Fig. 1: run 1, supply network
Pins as bars on the die edge. Tap cells in grey.
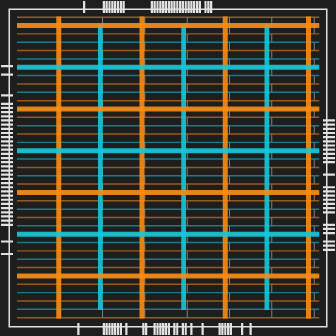
Fig. 2: run 1, placement by cell class
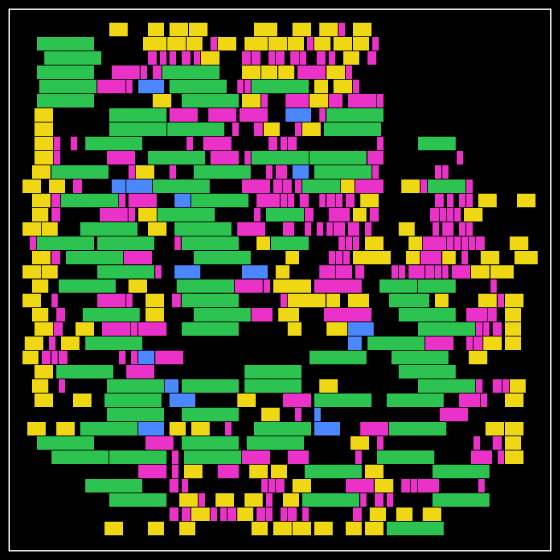
Fig. 3: run 1, clock distribution
Bar = 20 µm.
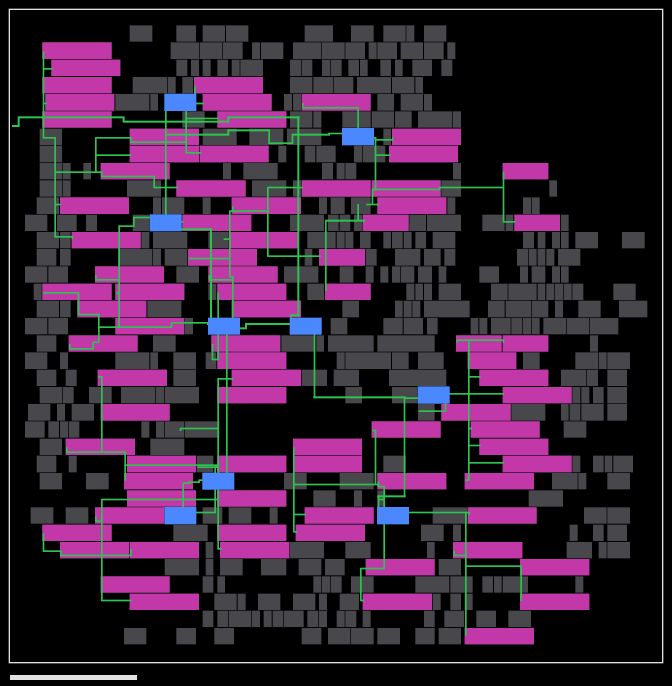
`src/rtl/wb_pkg.sv`:
```
// Shared writeback-port types: register address width, request record, grant source.
// WB_ARB_WAW_KILL_EN adds a per-entry valid bit to the request record.
package wb_pkg;

  localparam int XLEN       = 32;
  localparam int REG_ADDR_W = 5;

  typedef struct packed {
`ifdef WB_ARB_WAW_KILL_EN
    logic                  valid;
`endif
    logic [REG_ADDR_W-1:0] rd;
    logic [XLEN-1:0]       wd;
  } wb_req_t;

  typedef enum logic [1:0] {
    GNT_NONE,
    GNT_PIPE,
    GNT_LU
  } wb_gnt_e;

endpackage

```
`src/rtl/wb_result_fifo.sv`:
```
// Circular buffer for long-latency results with an occupancy count.
// WB_ARB_WAW_KILL_EN adds per-entry valid bits cleared by an rd-match kill port.
module wb_result_fifo #(
  parameter int XLEN  = 32,
  parameter int DEPTH = 2
) (
  input  logic                           clk,
  input  logic                           rst,
  input  logic                           push,
  input  logic [wb_pkg::REG_ADDR_W-1:0]  push_rd,
  input  logic [XLEN-1:0]                push_wd,
  input  logic                           pop,
`ifdef WB_ARB_WAW_KILL_EN
  input  logic                           kill_en,
  input  logic [wb_pkg::REG_ADDR_W-1:0]  kill_rd,
`endif
  output logic [wb_pkg::REG_ADDR_W-1:0]  head_rd,
  output logic [XLEN-1:0]                head_wd,
  output logic                           head_valid,
  output logic [$clog2(DEPTH):0]         count,
  output logic                           empty,
  output logic                           full
);
  import wb_pkg::*;

  localparam int AW = $clog2(DEPTH);
  localparam int CW = AW + 1;

  logic [REG_ADDR_W-1:0] rd_mem [DEPTH];
  logic [XLEN-1:0]       wd_mem [DEPTH];
  logic [AW-1:0]         wr_ptr;
  logic [AW-1:0]         rd_ptr;
  logic [CW-1:0]         cnt;

  // DEPTH is a power of two, so the pointers wrap by natural overflow.
  always_ff @(posedge clk) begin
    if (rst) begin
      wr_ptr <= '0;
      rd_ptr <= '0;
      cnt    <= '0;
    end else begin
      if (push) begin
        rd_mem[wr_ptr] <= push_rd;
        wd_mem[wr_ptr] <= push_wd;
        wr_ptr         <= wr_ptr + AW'(1);
      end
      if (pop) rd_ptr <= rd_ptr + AW'(1);
      case ({push, pop})
        2'b10:   cnt <= cnt + CW'(1);
        2'b01:   cnt <= cnt - CW'(1);
        default: cnt <= cnt;
      endcase
    end
  end

`ifdef WB_ARB_WAW_KILL_EN
  logic [DEPTH-1:0] vld;

  // The push write comes last so an entry arriving with the killing rd survives.
  always_ff @(posedge clk) begin
    if (rst) begin
      vld <= '0;
    end else begin
      for (int i = 0; i < DEPTH; i++) begin
        if (kill_en && (rd_mem[i] == kill_rd)) vld[i] <= 1'b0;
      end
      if (push) vld[wr_ptr] <= 1'b1;
    end
  end

  assign head_valid = vld[rd_ptr];
`else
  assign head_valid = 1'b1;
`endif

  assign head_rd = rd_mem[rd_ptr];
  assign head_wd = wd_mem[rd_ptr];
  assign count   = cnt;
  assign empty   = (cnt == '0);
  assign full    = (cnt == CW'(DEPTH));

endmodule

```
`src/rtl/wb_port_arbiter.sv`:
```
// Register-file write-port arbiter: pipeline writeback vs. queued long-latency results.
// Optional WB_ARB_WAW_KILL_EN drops queued results overwritten by a later pipe write.
module wb_port_arbiter #(
  parameter int XLEN       = 32,
  parameter int DEPTH      = 2,
  parameter int STARVE_MAX = 4
) (
  input  logic                     clk,
  input  logic                     rst,
  input  logic                     pipe_regwrite,
  input  logic [4:0]               pipe_rd,
  input  logic [XLEN-1:0]          pipe_wd,
  input  logic                     lu_valid,
  input  logic [4:0]               lu_rd,
  input  logic [XLEN-1:0]          lu_wd,
  output logic                     lu_ready,
  output logic                     rf_we,
  output logic [4:0]               rf_rd,
  output logic [XLEN-1:0]          rf_wd,
  output logic                     stall_w,
  output logic [$clog2(DEPTH):0]   lu_pending
);
  import wb_pkg::*;

  localparam int SW = $clog2(STARVE_MAX + 1);
  localparam logic [SW-1:0] STARVE_TOP = SW'(STARVE_MAX);

  logic                  pipe_req;
  logic                  q_req;
  logic                  q_push;
  logic                  q_pop;
  logic                  q_skip;
  logic                  q_empty;
  logic                  q_full;
  logic                  q_head_valid;
  logic [REG_ADDR_W-1:0] q_head_rd;
  logic [XLEN-1:0]       q_head_wd;
  logic [SW-1:0]         starve_cnt;
  wb_gnt_e               gnt;

  wb_result_fifo #(
    .XLEN  (XLEN),
    .DEPTH (DEPTH)
  ) u_fifo (
    .clk        (clk),
    .rst        (rst),
    .push       (q_push),
    .push_rd    (lu_rd),
    .push_wd    (lu_wd),
    .pop        (q_pop),
`ifdef WB_ARB_WAW_KILL_EN
    .kill_en    (gnt == GNT_PIPE),
    .kill_rd    (pipe_rd),
`endif
    .head_rd    (q_head_rd),
    .head_wd    (q_head_wd),
    .head_valid (q_head_valid),
    .count      (lu_pending),
    .empty      (q_empty),
    .full       (q_full)
  );

  // Writes to x0 never compete for the port.
  assign pipe_req = pipe_regwrite & (pipe_rd != '0);
  assign q_req    = ~q_empty & q_head_valid;

  // lu_ready comes from the registered count, so a full queue stays closed
  // even in the cycle it dequeues.
  assign lu_ready = ~rst & ~q_full;
  assign q_push   = lu_valid & lu_ready & (lu_rd != '0);

`ifdef WB_ARB_WAW_KILL_EN
  assign q_skip = ~q_empty & ~q_head_valid;
`else
  assign q_skip = 1'b0;
`endif
  assign q_pop = (gnt == GNT_LU) | q_skip;

  always_comb begin
    gnt     = GNT_NONE;
    stall_w = 1'b0;
    if (!rst) begin
      if (pipe_req && q_req && (starve_cnt == STARVE_TOP)) begin
        gnt     = GNT_LU;
        stall_w = 1'b1;
      end else if (pipe_req) begin
        gnt = GNT_PIPE;
      end else if (q_req) begin
        gnt = GNT_LU;
      end
    end
  end

  always_comb begin
    rf_we = 1'b0;
    rf_rd = '0;
    rf_wd = '0;
    case (gnt)
      GNT_PIPE: begin
        rf_we = 1'b1;
        rf_rd = pipe_rd;
        rf_wd = pipe_wd;
      end
      GNT_LU: begin
        rf_we = 1'b1;
        rf_rd = q_head_rd;
        rf_wd = q_head_wd;
      end
      default: ;
    endcase
  end

  // A skipped (killed) head neither resets nor advances the count.
  always_ff @(posedge clk) begin
    if (rst) begin
      starve_cnt <= '0;
    end else if (q_empty || (gnt == GNT_LU)) begin
      starve_cnt <= '0;
    end else if (q_req && (gnt == GNT_PIPE) && (starve_cnt < STARVE_TOP)) begin
      starve_cnt <= starve_cnt + SW'(1);
    end
  end

endmodule
```
`config.mk`:
```
export PLATFORM = sky130hd
export DESIGN_NAME = wb_port_arbiter
export DESIGN_NICKNAME = d
export VERILOG_FILES = /design/src/rtl/wb_pkg.sv /design/src/rtl/wb_result_fifo.sv /design/src/rtl/wb_port_arbiter.sv
export SDC_FILE = /design/constraint.sdc
export NUM_CORES = 1
export LEC_CHECK = 0
export ABC_AREA = 1
export CAP_MARGIN = 20
export CORE_MARGIN = 2
export CORE_UTILIZATION = 40
export CTS_CLUSTER_SIZE = 10
export DETAILED_ROUTE_END_ITERATION = 10
export PLACE_DENSITY = 0.73
export SLEW_MARGIN = 20
export SYNTH_ARGS = -nofsm -noshare
export SYNTH_HDL_FRONTEND = slang
export SYNTH_HIERARCHICAL = 1
export SYNTH_SLANG_ARGS = --single-unit
```
`constraint.sdc`:
```
create_clock -name clk -period 5 [get_ports clk]
set_input_delay 1.5 -clock clk [delete_from_list [all_inputs] [get_ports clk]]
set_output_delay 1.5 -clock clk [all_outputs]
set_load 0.005 [all_outputs]
```
==> Changelog: implementation, run 1 <==
## Flow update

- Routability-driven placement congestion ratio: 0.738
- Hold endpoint: u_fifo/wr_ptr
- Fraction of layout cells with a size suffix above 1: 0.181
- Seq pwr: 769 µW
- Register Area: 0.00238 mm²
- Slew Viols, Final: 0
- Port Buf Inserts: 119
- Number of buffers inserted during clock tree synthesis: 9
- Global-route usage over all layers: 0.172
- Max Used Layer: met4
- # Max-Cap Violations: 0
- Number of nets at the end of the flow: 532
- Post-synth net total: 402
- Cell family with most CP delay: buffers and inverters
- Crit path buf inv count: 4
- Filler instances: 855
- Capturing element of the worst setup path: rf_we
- Depth of the most critical reg-to-reg path: 14
- Chip Area, Yosys: 0.00392 mm²
- Hold Crit Start: u_fifo/wr_ptr
- Area fraction in full adders, half adders and majority gates: 0.0160
- Maximum number of pins on one net before global-route repair: 38
- Sequential share of power: 0.562
- Total via count in the routed design: 2802
- Post-synthesis sequential area ratio: 0.608
- Wire length on met3: 517 µm
- Share of async-settable or async-resettable flops after synthesis: 0
- Count of antenna-violating nets left after detailed routing: 0
- Largest combinational cell category by area: multiplexers
- Combinational Power Share: 0.128
- Synth top area share: 0.567
- Combinational power: 175 µW
- Area of the chip: 0.0106 mm²
- RSZ-0062 raised after global routing: false
- Crit end category: primary output
- Pwr top: sequential cells
- Post-CTS clock slew at the launch and capture registers of the worst setup and hold paths: 70 ps
- Beginning of the critical path: pipe_rd[1]
- Number of cells produced by synthesis: 319
- Ys flops: 82
- Antenna violations before repair: 0
- Top cells by area: sky130_fd_sc_hd__edfxtp_1 (57%), sky130_fd_sc_hd__mux2_4 (11%), sky130_fd_sc_hd__nand2_1 (8.3%), sky130_fd_sc_hd__a21oi_1 (5.4%), sky130_fd_sc_hd__dfxtp_1 (4.1%)
- Leak: 0.00211 µW
- First-pass GRT wire length: 13400 µm
- Fraction of power spent switching nets: 0.234
- Number of vias per cell after detailed routing: 4.77
- Number of cell instances after yosys synthesis: 319
- R2r startpoint: u_fifo/count[1]
- Total Wirelength: 8810 µm
- Highest-count logic cell in the final layout: sky130_fd_sc_hd__nand2_1
- Max clock buf depth: 2
- Area fraction in and, or, nand and nor cells after synthesis: 0.119
- Final hold violations: 0
- Number of warnings in the stage logs: 29
- Switch Pwr: 320 µW
- Busiest grt layer: met2
- Library cells used by synthesis: 23
- Hold-fix buffer count after cts: 0
- Delay of the slowest critical-path stage: 440 ps
- Run status: finished, final reports clean
- Mean instance size in the synthesized netlist: 12.3 µm²
- DRT Pass-1 Iters: 4
- Hold-critical path depth: 2
- Reg-to-reg endpoint: u_fifo/count[1]
- Combined area of all synthesized cells: 0.00392 mm²
- Logic area: 0.00134 mm²
- Data required time of the worst path: 3500 ps
- Xor/xnor share: 0.00223
- Tightest Hold Check Type: flop to flop
- First-iteration detailed-routing DRC count: 102
- Clock tree sinks: 82
- Routed length per placed instance: 15.0 µm
- TritonCTS clock tree: built
- Mux cell area share: 0.135
- Vias in the first global route: 2848
- Placed wire-length estimate: 6240 µm
- Ratio of total power to cell area: 250 mW/mm²
- Number of standard cells in the final layout excluding fillers: 587
- Critical Path Fanout Max: 13
- Met3 usage: 0.0488
- Slew @ Worst Pin: 538 ps
- Clk Tree Root Cell: sky130_fd_sc_hd__clkbuf_8
- Final min period: 4860 ps
- Final setup violation count: 0
- Number of synthesized flops with an enable pin: 74
- Number of placed cells counting well taps: 567
- Remaining max-slew budget at the tightest pin: 0.641
- WP data arrival: 3360 ps
- CTS H-Tree Depth: 3
- Number of ports placed on the die boundary: 120
- Cell type of the slowest stage on the worst timing path: sky130_fd_sc_hd__clkdlybuf4s50_1
- Critical path's most frequent cell: sky130_fd_sc_hd__clkdlybuf4s50_1
- Number of gates on the worst path with buffers counted: 9
- Placed standard-cell area: 0.00525 mm²
- Antenna diodes: 0
- GR Layer Usage met2: 0.304
- Cell-by-cell listing of the critical path: clkdlybuf4s50_1 -> nor2_1 -> nand3b_1 -> nand3_1 -> nand2_2 -> ha_4 -> buf_6 -> inv_1 -> clkdlybuf4s50_1
- GR met1 Demand/Resource: 0.194
- Met2 wire len: 4570 µm
- Area Overhead vs Synth: 39.6%
- Leading area contributor after synthesis: sky130_fd_sc_hd__edfxtp_1
- Commonest cells after routing, fill and taps aside: sky130_fd_sc_hd__nand2_1 (86), sky130_fd_sc_hd__clkdlybuf4s50_1 (81), sky130_fd_sc_hd__edfxtp_1 (74)
- Start-to-end type of the worst setup path: primary input to primary output
-- Fig. 1 (at the start) --
[cyan] VDD
[orange] VSS
met5 straps: 7
signal pins: 120
floorplan die height: 103 µm
highest ir drop seen on vdd: 149 µV
horizontal extent of the die: 103 µm
placeable core region: 0.00964 mm²

-- Fig. 2 (at the start) --
[magenta] all other logic | cells: 219 | share of their area: 26%
[green] flops | cells: 82 | share of their area: 45%
[blue] clock drivers and dummy loads | cells: 16 | share of their area: 3.3%
[yellow] other buffers and delay cells | cells: 137 | share of their area: 25%

-- Fig. 3 (at the start) --
[green] clock wires | length: 932 µm
[magenta] flip-flops | count: 82
[blue] cells driving clock nets | count: 9
routed clock nets: 10
clock group total power: 426 µW
Layout Skew: 10.7 ps
clock network fraction of design power: 0.311
clock latency reported for the late side of the worst-skew pair: 350 ps

## run 1: logic make-up (layout without fill, tap and decap cells)
group,count (synthesis),after routing
flops,82,82
fa+ha+maj,5,5
xor+xnor,1,1
mux,37,37
buf+inv,34,169
simple gates,116,116
compound gates,43,43
other cells,1,1
## run 1: synthesized netlist by cell type (3+ instances only)
master,count
sky130_fd_sc_hd__nand2_1,87
sky130_fd_sc_hd__edfxtp_1,74
sky130_fd_sc_hd__a21oi_1,42
sky130_fd_sc_hd__mux2_4,30
sky130_fd_sc_hd__inv_1,16
sky130_fd_sc_hd__nor2_1,14
sky130_fd_sc_hd__dfxtp_1,8
sky130_fd_sc_hd__mux2_2,7
sky130_fd_sc_hd__buf_6,6
sky130_fd_sc_hd__ha_1,5
sky130_fd_sc_hd__nand3_1,5
sky130_fd_sc_hd__buf_2,4
sky130_fd_sc_hd__nand4_1,4
sky130_fd_sc_hd__nor3_1,4
sky130_fd_sc_hd__buf_12,3
sky130_fd_sc_hd__buf_4,3
## run 1: final cells by class
type | instances | share of cell area
sequential | 82 | 0.436
multi-input combinational | 203 | 0.245
clock buffer | 9 | 0.0226
timing repair buffer | 137 | 0.246
tap | 133 | 0.0304
inverter | 16 | 0.0110
clock inverter | 7 | 0.00960
## run 1: repair_timing
action	CTS	global route
endpoints found under the setup margin	38	6
gates resized	44	6
buffers inserted	4	0
pin swaps	1	0
## run 1: metrics by stage
step,util,setup WS (ps)
final,0.568,136
after CTS,0.566,-7.31
after detailed placement,0.544,-253
after floorplan,-,126
after global placement,0.544,-205
after global routing,0.568,16.8
## run 1: flip-flops by register name, indices dropped and copies added, names as in the netlist, named ones only
signal,flops
u_fifo/rd_mem,10
u_fifo/wd_mem,64
u_fifo/rd_ptr,1
u_fifo/wr_ptr,1
u_fifo/count,2
starve_cnt,3
==> inputs of run 2 (changes only) <==
- CAP_MARGIN: 20 -> 10
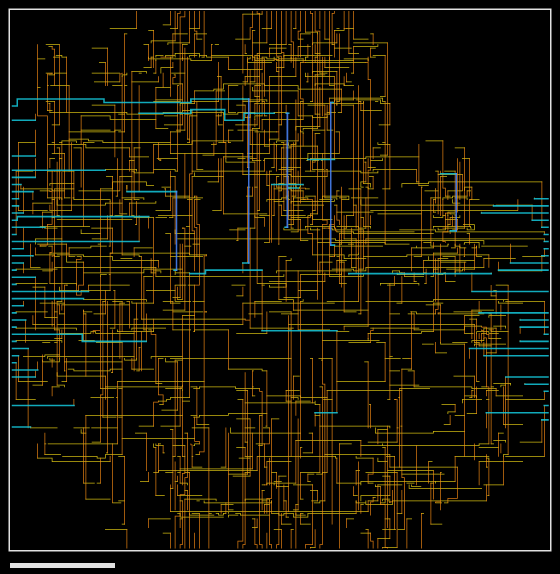
Fig. 4. Signal wires by layer (run 2).
Bar = 20 µm.
[yellow] met1 | wire length: 3620 µm
[orange] met2 | wire length: 4570 µm
[cyan] met3 | wire length: 517 µm
[blue] met4 | wire length: 106 µm

==> Changelog: implementation, run 2 <==
## Flow update

- Cell with the most instances after synthesis: sky130_fd_sc_hd__nand2_1 (unchanged)
- Top post-synthesis cells by count: sky130_fd_sc_hd__nand2_1 (87), sky130_fd_sc_hd__edfxtp_1 (74), sky130_fd_sc_hd__a21oi_1 (42), sky130_fd_sc_hd__mux2_4 (30), sky130_fd_sc_hd__inv_1 (16) (unchanged)
- Synth top area share: 0.567 (unchanged)
- Number of buffers inserted during clock tree synthesis: 9 (unchanged)
- Hold-fix buffer count after cts: 0 (unchanged)
- Post-synth net total: 402 (unchanged)
- Fraction of layout cells with a size suffix above 1: 0.181 (unchanged)
- Floorplan die height: 103 µm (unchanged)
- Run status: finished, final reports clean (unchanged)
- Global-route usage over all layers: 0.172 (unchanged)
- First-pass GRT wire length: 13400 µm (unchanged)
- Final setup violation count: 0 (unchanged)
- Routability-driven placement congestion ratio: 0.738 (unchanged)
- WP data arrival: 3360 ps (about the same)
- Cell family with most CP delay: buffers and inverters (unchanged)
- Combinational Power Share: 0.128 (about the same)
- Count of antenna-violating nets left after detailed routing: 0 (unchanged)
- Highest-count logic cell in the final layout: sky130_fd_sc_hd__nand2_1 (unchanged)
- Remaining max-slew budget at the tightest pin: 0.641 (unchanged)
- Highest ir drop seen on vdd: 149 µV (unchanged)
- Number of nets at the end of the flow: 532 (unchanged)
- Combined area of all synthesized cells: 0.00392 mm² (unchanged)
- Chip Area, Yosys: 0.00392 mm² (unchanged)
- Port Buf Inserts: 119 (unchanged)
- Maximum number of pins on one net before global-route repair: 38 (unchanged)
- Library cells used by synthesis: 23 (unchanged)
- Clock group total power: 426 µW (about the same)
- Number of synthesized flops with an enable pin: 74 (unchanged)
- Pwr top: sequential cells (unchanged)
- Number of flip-flops in the largest register: 64 (unchanged)
- Cell type of the slowest stage on the worst timing path: sky130_fd_sc_hd__clkdlybuf4s50_1 (unchanged)
- Crit path buf inv count: 4 (unchanged)
- GR Layer Usage met2: 0.304 (unchanged)
- Number of cell instances after yosys synthesis: 319 (unchanged)
- Largest registers ranked by flip-flop count: u_fifo/wd_mem x64, u_fifo/rd_mem x10, starve_cnt x3 (unchanged)
- Post-CTS clock slew at the launch and capture registers of the worst setup and hold paths: 70 ps (about the same)
- Commonest cells after routing, fill and taps aside: sky130_fd_sc_hd__nand2_1 (86), sky130_fd_sc_hd__clkdlybuf4s50_1 (81), sky130_fd_sc_hd__edfxtp_1 (74) (unchanged)
- Number of vias per cell after detailed routing: 4.77 (unchanged)
- Number of warnings in the stage logs: 29 (unchanged)
- Top cells by area: sky130_fd_sc_hd__edfxtp_1 (57%), sky130_fd_sc_hd__mux2_4 (11%), sky130_fd_sc_hd__nand2_1 (8.3%), sky130_fd_sc_hd__a21oi_1 (5.4%), sky130_fd_sc_hd__dfxtp_1 (4.1%) (unchanged)
- Clock latency reported for the late side of the worst-skew pair: 350 ps (about the same)
- Number of ports placed on the die boundary: 120 (unchanged)
- DRT Pass-1 Iters: 4 (unchanged)
- Area fraction in and, or, nand and nor cells after synthesis: 0.119 (unchanged)
- Placed wire-length estimate: 6240 µm (unchanged)
- Mean instance size in the synthesized netlist: 12.3 µm² (unchanged)
- GR met1 Demand/Resource: 0.194 (unchanged)
- Crit end category: primary output (unchanged)
- Minimum setup slack in the final design: 136 ps (unchanged)
- Total via count in the routed design: 2802 (unchanged)
- Antenna violations before repair: 0 (unchanged)
- Delay of the slowest critical-path stage: 440 ps (about the same)
- Clock network fraction of design power: 0.311 (about the same)
- Largest Register: u_fifo/wd_mem (unchanged)
- Slew @ Worst Pin: 538 ps (unchanged)
- Critical Path Fanout Max: 13 (unchanged)
- Horizontal extent of the die: 103 µm (unchanged)
- Worst slack, placed: -253 ps (unchanged)
- Placed standard-cell area: 0.00525 mm² (unchanged)
- # Max-Cap Violations: 0 (unchanged)
- Final hold violations: 0 (unchanged)
- Leading area contributor after synthesis: sky130_fd_sc_hd__edfxtp_1 (unchanged)
- Wire length on met3: 517 µm (unchanged)
- Final min period: 4860 ps (unchanged)
- Antenna diodes: 0 (unchanged)
- Cell-by-cell listing of the critical path: clkdlybuf4s50_1 -> nor2_1 -> nand3b_1 -> nand3_1 -> nand2_2 -> ha_4 -> buf_6 -> inv_1 -> clkdlybuf4s50_1 (unchanged)
- Ys flops: 82 (unchanged)
- First-iteration detailed-routing DRC count: 102 (unchanged)
- Largest combinational cell category by area: multiplexers (unchanged)
- Routed length per placed instance: 15.0 µm (unchanged)
- Number of standard cells in the final layout excluding fillers: 587 (unchanged)
- Max clock buf depth: 2 (unchanged)
- Fraction of power spent switching nets: 0.234 (unchanged)
- Mux cell area share: 0.135 (unchanged)
- Ratio of total power to cell area: 250 mW/mm² (unchanged)
- Switch Pwr: 320 µW (unchanged)
- Number of placed cells counting well taps: 567 (unchanged)
- Area of the chip: 0.0106 mm² (unchanged)
- Sequential share of power: 0.562 (about the same)
- Busiest grt layer: met2 (unchanged)
- Filler instances: 855 (unchanged)
- Layout Skew: 10.7 ps (unchanged)
- Met3 usage: 0.0488 (unchanged)
- Number of cells produced by synthesis: 319 (unchanged)
- Area Overhead vs Synth: 39.6% (unchanged)
- Clk Tree Root Cell: sky130_fd_sc_hd__clkbuf_8 (unchanged)
- Tightest Hold Check Type: flop to flop (unchanged)
- RSZ-0062 raised after global routing: false (unchanged)
- Post-synthesis sequential area ratio: 0.608 (unchanged)
- Share of async-settable or async-resettable flops after synthesis: 0 (unchanged)
- Seq pwr: 769 µW (about the same)
- Xor/xnor share: 0.00223 (unchanged)
- Max Used Layer: met4 (unchanged)
- Clock tree sinks: 82 (unchanged)
- CTS H-Tree Depth: 3 (unchanged)
- Leak: 0.00211 µW (unchanged)
- Met2 wire len: 4570 µm (unchanged)
- Vias in the first global route: 2848 (unchanged)
- Area fraction in full adders, half adders and majority gates: 0.0160 (unchanged)
- Total Wirelength: 8810 µm (unchanged)
- Combinational power: 175 µW (about the same)
- Data required time of the worst path: 3500 ps (about the same)
- Placeable core region: 0.00964 mm² (unchanged)
- TritonCTS clock tree: built (unchanged)
- Slew Viols, Final: 0 (unchanged)
- Critical path's most frequent cell: sky130_fd_sc_hd__clkdlybuf4s50_1 (unchanged)
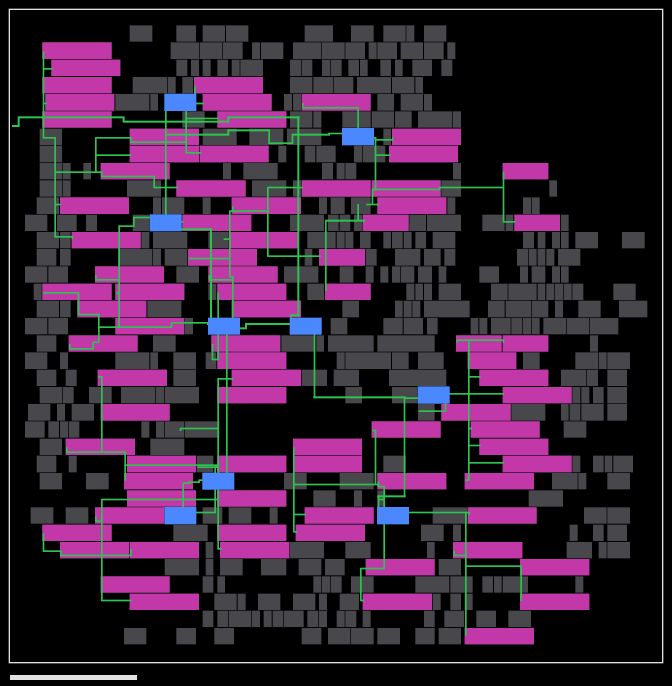
Fig. 5. Clock distribution (run 2).
Bar = 20 µm.
[blue] cells driving clock nets | count: 9
[magenta] flip-flops | count: 82
[green] clock wires | length: 932 µm
flops lie: all over the die
routed clock nets: 10

[run 2: path summary, 6_finish.rpt]
check	from	end	cells after the start
setup / recovery	pipe_rd[1]	rf_we	9
setup reg to reg	u_fifo/count[1]	u_fifo/count[1]	14
hold reg to reg	u_fifo/wr_ptr	u_fifo/wr_ptr	2
hold / removal	u_fifo/wr_ptr	u_fifo/wr_ptr	2
[run 2: stage by stage]
stage               utilization  power [µW]  setup TNS (ps)
floorplan                     -         858               0
global placement          0.544         953           -5380
detailed placement        0.544         959           -6800
CTS                       0.566        1390           -7.31
global route              0.568        1430               0
finish                    0.568        1370               0
[run 2: worst reg2reg max path: stages (launching register included)]
cell and delay [ps]:
sky130_fd_sc_hd__dfxtp_1 350, sky130_fd_sc_hd__nor2_1 340, sky130_fd_sc_hd__nor2_4 100, sky130_fd_sc_hd__nand3_1 110, sky130_fd_sc_hd__nand4_1 140, sky130_fd_sc_hd__buf_4 180, sky130_fd_sc_hd__ha_4 180, sky130_fd_sc_hd__buf_12 160
sky130_fd_sc_hd__buf_4 140, sky130_fd_sc_hd__ha_1 300, sky130_fd_sc_hd__inv_1 90, sky130_fd_sc_hd__nand2_1 60, sky130_fd_sc_hd__nor2_1 90, sky130_fd_sc_hd__nor2_1 50, sky130_fd_sc_hd__nor2_1 110
[run 2: final cells by class]
type / instances / area, µm² / share of cell area
clock buffer: 9 / 124 / 0.0226
clock inverter: 7 / 52.6 / 0.00960
inverter: 16 / 60.1 / 0.0110
multi-input combinational: 203 / 1340 / 0.245
sequential: 82 / 2380 / 0.436
tap: 133 / 166 / 0.0304
timing repair buffer: 137 / 1350 / 0.246
[run 2: what timing repair did]
action                     4_1_cts  5_1_grt
resized                         44        6
setup buffers                    4        0
pin swaps                        1        0
setup endpoints to repair       38        6
Power and IR drop assume default switching activity.
